[config.mk]
export PLATFORM = sky130hd
export DESIGN_NAME = sifive_regfile_shadow_tap
export DESIGN_NICKNAME = d
export VERILOG_FILES = /design/src/rtl/sifive_regfile_shadow_tap.sv
export SDC_FILE = /design/constraint.sdc
export NUM_CORES = 2
export LEC_CHECK = 0
export ABC_AREA = 1
export CAP_MARGIN = 20
export CELL_PAD_IN_SITES_DETAIL_PLACEMENT = 0
export CELL_PAD_IN_SITES_GLOBAL_PLACEMENT = 1
export CORE_MARGIN = 5
export CORE_UTILIZATION = 44
export CTS_CLUSTER_SIZE = 24
export DETAILED_ROUTE_END_ITERATION = 10
export PLACE_DENSITY = 0.84
export SLEW_MARGIN = 20
export SYNTH_ARGS = -nofsm -noshare
export SYNTH_HDL_FRONTEND = slang
export SYNTH_SLANG_ARGS = --single-unit
[constraint.sdc]
create_clock -name clock -period 6.1 [get_ports clock]
set_input_delay 0.61 -clock clock [delete_from_list [all_inputs] [get_ports clock]]
set_output_delay 0.61 -clock clock [all_outputs]
set_load 0.01 [all_outputs]
[src/rtl/sifive_regfile_shadow_tap.sv]
// Shadow copy of the core integer regfile with freeze/snapshot capture,
// per-register dirty tracking and a valid/ready dump stream of the snapshot.
module sifive_regfile_shadow_tap #(
  parameter int XLEN       = 32,
  parameter int NREGS      = 31,
  parameter int ADDR_W     = 5,
  parameter bit DIRTY_ONLY = 1'b0
) (
  input  logic                  clock,
  input  logic                  reset,
  input  logic                  wb_valid,
  input  logic [ADDR_W-1:0]     wb_addr,
  input  logic [XLEN-1:0]       wb_data,
  input  logic                  freeze,
  input  logic                  thaw,
  input  logic                  dump_start,
  input  logic                  dump_ready,
  output logic                  dump_valid,
  output logic [ADDR_W-1:0]     dump_idx,
  output logic [XLEN-1:0]       dump_data,
  output logic                  dump_last,
  output logic                  dump_done,
  output logic                  frozen,
  output logic [NREGS*XLEN-1:0] live_mem,
  output logic [NREGS-1:0]      dirty_live,
  output logic [1:0]            dbg_state
);

  // Dump handshake: a beat transfers on a cycle where dump_valid and dump_ready
  // are both high; once raised, dump_valid/idx/data/last hold until that cycle.

  typedef enum logic [1:0] {
    TRACK  = 2'd0,
    FROZEN = 2'd1,
    DUMP   = 2'd2
  } state_e;

  state_e                      state_q;
  logic [NREGS-1:0][XLEN-1:0]  shadow_q, shadow_d;
  logic [NREGS-1:0][XLEN-1:0]  snap_q;
  logic [NREGS-1:0]            dirty_q, mask_q;
  logic [NREGS-1:0]            wr_bit;
  logic [NREGS-1:0]            elig;
  logic                        wr_en;
  logic [ADDR_W-1:0]           wr_pos;
  logic [ADDR_W-1:0]           pos_q;
  logic                        valid_q, last_q, done_q;
  logic [ADDR_W-1:0]           idx_q;
  logic [XLEN-1:0]             data_q;
  int                          srch_from;
  logic                        nxt_found;
  logic [ADDR_W-1:0]           nxt_pos;
  logic                        nxt_last;

  function automatic logic [ADDR_W-1:0] first_pos(input logic [NREGS-1:0] e, input int from);
    logic [ADDR_W-1:0] p;
    p = '0;
    for (int i = NREGS - 1; i >= 0; i--)
      if (e[i] && i >= from) p = ADDR_W'(i);
    return p;
  endfunction

  function automatic logic any_from(input logic [NREGS-1:0] e, input int from);
    logic f;
    f = 1'b0;
    for (int i = 0; i < NREGS; i++)
      if (e[i] && i >= from) f = 1'b1;
    return f;
  endfunction

  always_comb begin
    wr_en    = wb_valid && (wb_addr != '0) && (wb_addr <= ADDR_W'(NREGS));
    wr_pos   = wb_addr - ADDR_W'(1);
    wr_bit   = '0;
    shadow_d = shadow_q;
    if (wr_en) begin
      wr_bit[wr_pos]   = 1'b1;
      shadow_d[wr_pos] = wb_data;
    end
  end

  // From FROZEN the search starts at the bottom; in DUMP it starts just above
  // the beat currently presented.
  always_comb begin
    elig      = DIRTY_ONLY ? mask_q : '1;
    srch_from = (state_q == DUMP) ? int'(pos_q) + 1 : 0;
    nxt_found = any_from(elig, srch_from);
    nxt_pos   = first_pos(elig, srch_from);
    nxt_last  = !any_from(elig, int'(nxt_pos) + 1);
  end

  always_ff @(posedge clock) begin
    if (reset) begin
      state_q  <= TRACK;
      shadow_q <= '0;
      snap_q   <= '0;
      dirty_q  <= '0;
      mask_q   <= '0;
      pos_q    <= '0;
      valid_q  <= 1'b0;
      last_q   <= 1'b0;
      done_q   <= 1'b0;
      idx_q    <= '0;
      data_q   <= '0;
    end else begin
      shadow_q <= shadow_d;
      dirty_q  <= dirty_q | wr_bit;
      done_q   <= 1'b0;
      case (state_q)
        TRACK: begin
          if (freeze) begin
            snap_q  <= shadow_d;
            mask_q  <= dirty_q | wr_bit;
            dirty_q <= '0;
            state_q <= FROZEN;
          end
        end
        FROZEN: begin
          if (dump_start) begin
            if (nxt_found) begin
              valid_q <= 1'b1;
              pos_q   <= nxt_pos;
              idx_q   <= nxt_pos + ADDR_W'(1);
              data_q  <= snap_q[nxt_pos];
              last_q  <= nxt_last;
              state_q <= DUMP;
            end else begin
              done_q  <= 1'b1;
            end
          end else if (thaw) begin
            state_q <= TRACK;
          end
        end
        DUMP: begin
          if (valid_q && dump_ready) begin
            if (last_q) begin
              valid_q <= 1'b0;
              last_q  <= 1'b0;
              done_q  <= 1'b1;
              state_q <= FROZEN;
            end else begin
              pos_q  <= nxt_pos;
              idx_q  <= nxt_pos + ADDR_W'(1);
              data_q <= snap_q[nxt_pos];
              last_q <= nxt_last;
            end
          end
        end
        default: state_q <= TRACK;
      endcase
    end
  end

  assign dump_valid = valid_q;
  assign dump_idx   = idx_q;
  assign dump_data  = data_q;
  assign dump_last  = last_q;
  assign dump_done  = done_q;
  assign frozen     = (state_q != TRACK);
  assign live_mem   = shadow_q;
  assign dirty_live = dirty_q;
  assign dbg_state  = state_q;

endmodule

Sequential cells colored by netlist name:
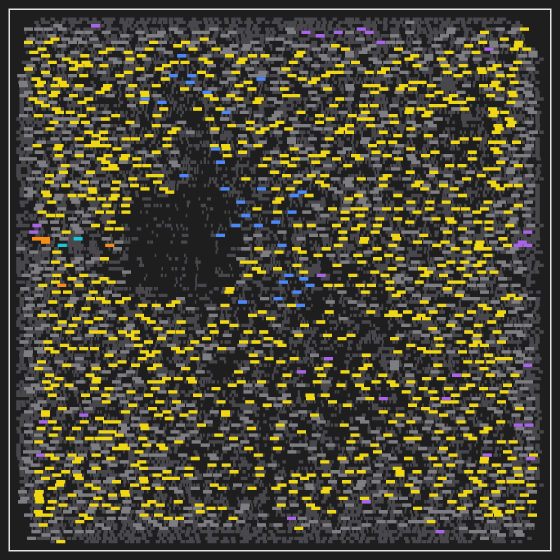
- blue: dump_data (flops 32)
- yellow: snap_q (flops 992; where all over the die)
- cyan: dbg_state (flops 2)
- orange: dump_idx (flops 5; where middle left)
- purple: dirty_live (flops 31; where all over the die)

Placed cells, one color a class:
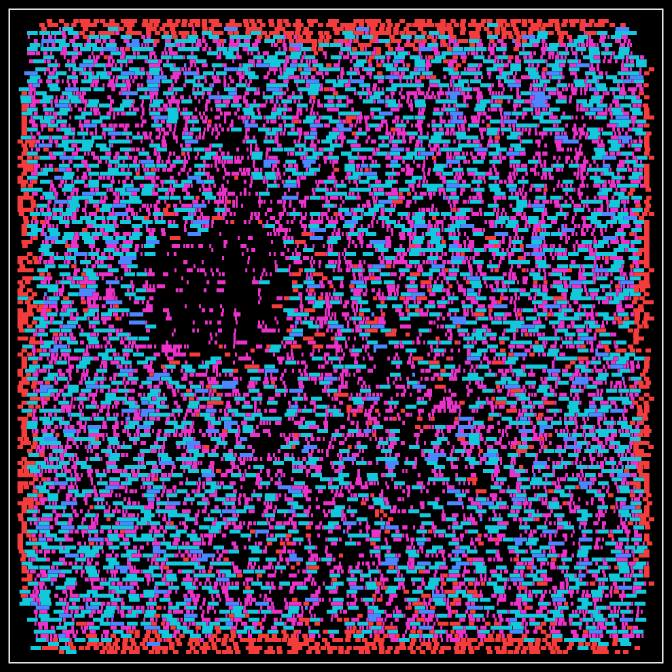
- cyan: registers (cells 2062; share of their area 42%)
- magenta: remaining logic cells (cells 7292; share of their area 37%)
- blue: clock drivers and dummy loads (cells 393; share of their area 7.5%)
- red: remaining buffers and delay cells (cells 1315; share of their area 13%)

Clock wires, drivers and flops:
Scale bar: 100 um.
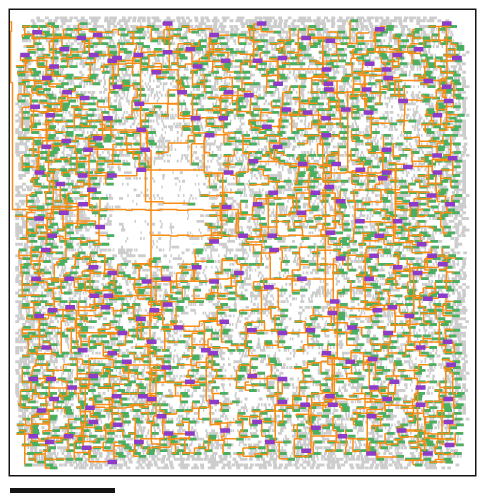
- orange: clock wires (length 25.9 mm)
- purple: clock-net drivers (count 214)
- green: flip-flops (count 2062)
- routed clock nets: 215

==> out/qor.json <==
{
  "cellInternalPower_mw": 28.3,
  "clkPwrFrac_pct": 28.6,
  "numClockSinks": 2062,
  "dr_wl_met3_mm": 60.1,
  "ir_drop_mv": 0.438,
  "num-nonclk-buffers": 1315,
  "drt.antenna.violating_nets": 0,
  "placedInstanceArea_sq_um": 94600,
  "post-synth-top-count-cell": "sky130_fd_sc_hd__dfxtp_1",
  "inverters_excl_clock": 883,
  "combAreaFraction_pct": 33.0,
  "tritoncts": "done",
  "min_period_ns": 5.86,
  "fillers": 17660,
  "postSynth.topFlopCell": "sky130_fd_sc_hd__dfxtp_1",
  "critical_path.endpoint": "dump_data[15]$_SDFFE_PP0P_",
  "fp.coreArea_sq_um": 185000,
  "layout.nonclk_buf_share_pct": 13.0,
  "grt_first_pass_wirelength_mm": 623,
  "startpoint_of_the_lowest_slack_hold_path": "reset",
  "report.final.setup_viol": 0,
  "layout-area-overhead-vs-synth_pct": 24.8,
  "routed-via-count": 85285,
  "globalRoute.totalOverflow": 0,
  "synth.area.mux_share_pct": 0.0122,
  "crit_type": "flip-flop to flip-flop",
  "sequential_share_of_cell_area_pct": 40.4,
  "place.gp.congestion": 1.04,
  "warning_count": 92,
  "power.switching_mw": 20.8,
  "regToRegEndpoint": "dump_data[15]$_SDFFE_PP0P_",
  "synthesis.area_per_instance_sq_um": 7.91,
  "detailedPlacementHpwl_mm": 322,
  "drtPass1Iterations": 6,
  "setup-tns-final_ns": 0,
  "max_cap_violations": 0,
  "synthesis.yosys.warnings": 0,
  "clockNetworkAreaShare_pct": 7.27,
  "gr-usage-all-layers_pct": 45.1,
  "xor_share_pct": 0.0107,
  "whs_ns": 0.130,
  "timing.reg2reg.worst_path_depth": 33,
  "final-instance-count-excl-fill": 13555,
  "tightestPinTransition_ns": 1.31,
  "worst_setup_path_end_kind": "flip-flop",
  "worstSetupStartpoint": "dbg_state[0]$_SDFFE_PP0P_",
  "critical_path.startpoint_type": "flip-flop",
  "synth.logic.top_family": "AND-OR/OR-AND gates",
  "grt_setup_unrepaired": "no",
  "comb_cells": 6409,
  "fin_area_sq_um": 102000,
  "diodes": 13,
  "h-tree-depth": 4,
  "ff_count": 2062,
  "timing.fmax_ghz": 0.171,
  "critPathMaxFanout": 100,
  "whs_endpoint": "live_mem[662]$_SDFF_PP0_",
  "clkLatencyLatePin_ns": 0.90,
  "topRoutingLayerUsed": "met5",
  "tap-cell-count": 2480,
  "grt_max_degree": 208,
  "run_status": "completed",
  "power_mw": 49.1,
  "finalHoldViolations": 0,
  "layout_setup_ws_ns": 0.235,
  "worst_path_depth": 33,
  "min_delay_path_depth": 2,
  "post_synth_and_or_nand_nor_area_fraction_pct": 19.9
}
-- power by group through the flow --
stage               Clock (mW)  Sequential (mW)  Combinational, mW
floorplan                    0             16.2               10.3
global placement             0             16.8               17.4
detailed placement           0             16.9               17.5
CTS                       14.0             16.6               17.5
global route              14.5             16.7               19.1
finish                    14.0             16.7               18.3
-- flip-flops by register name, indices dropped and copies added (netlist names) --
name        flops
dump_idx        5
dump_data      32
dbg_state       2
dirty_live     31
live_mem      992
pos_q           5
snap_q        992
dump_valid      1
dump_done       1
dump_last       1
-- routing by layer --
layer | vias up | global-route usage [%]
li1 | 36216 | -
met1 | 41477 | 60.0
met2 | 6237 | 61.6
met3 | 1323 | 13.4
met4 | 32 | 32.5
met5 | - | 0.918
Power figures rest on the tool's default switching activity, not on a simulated workload.
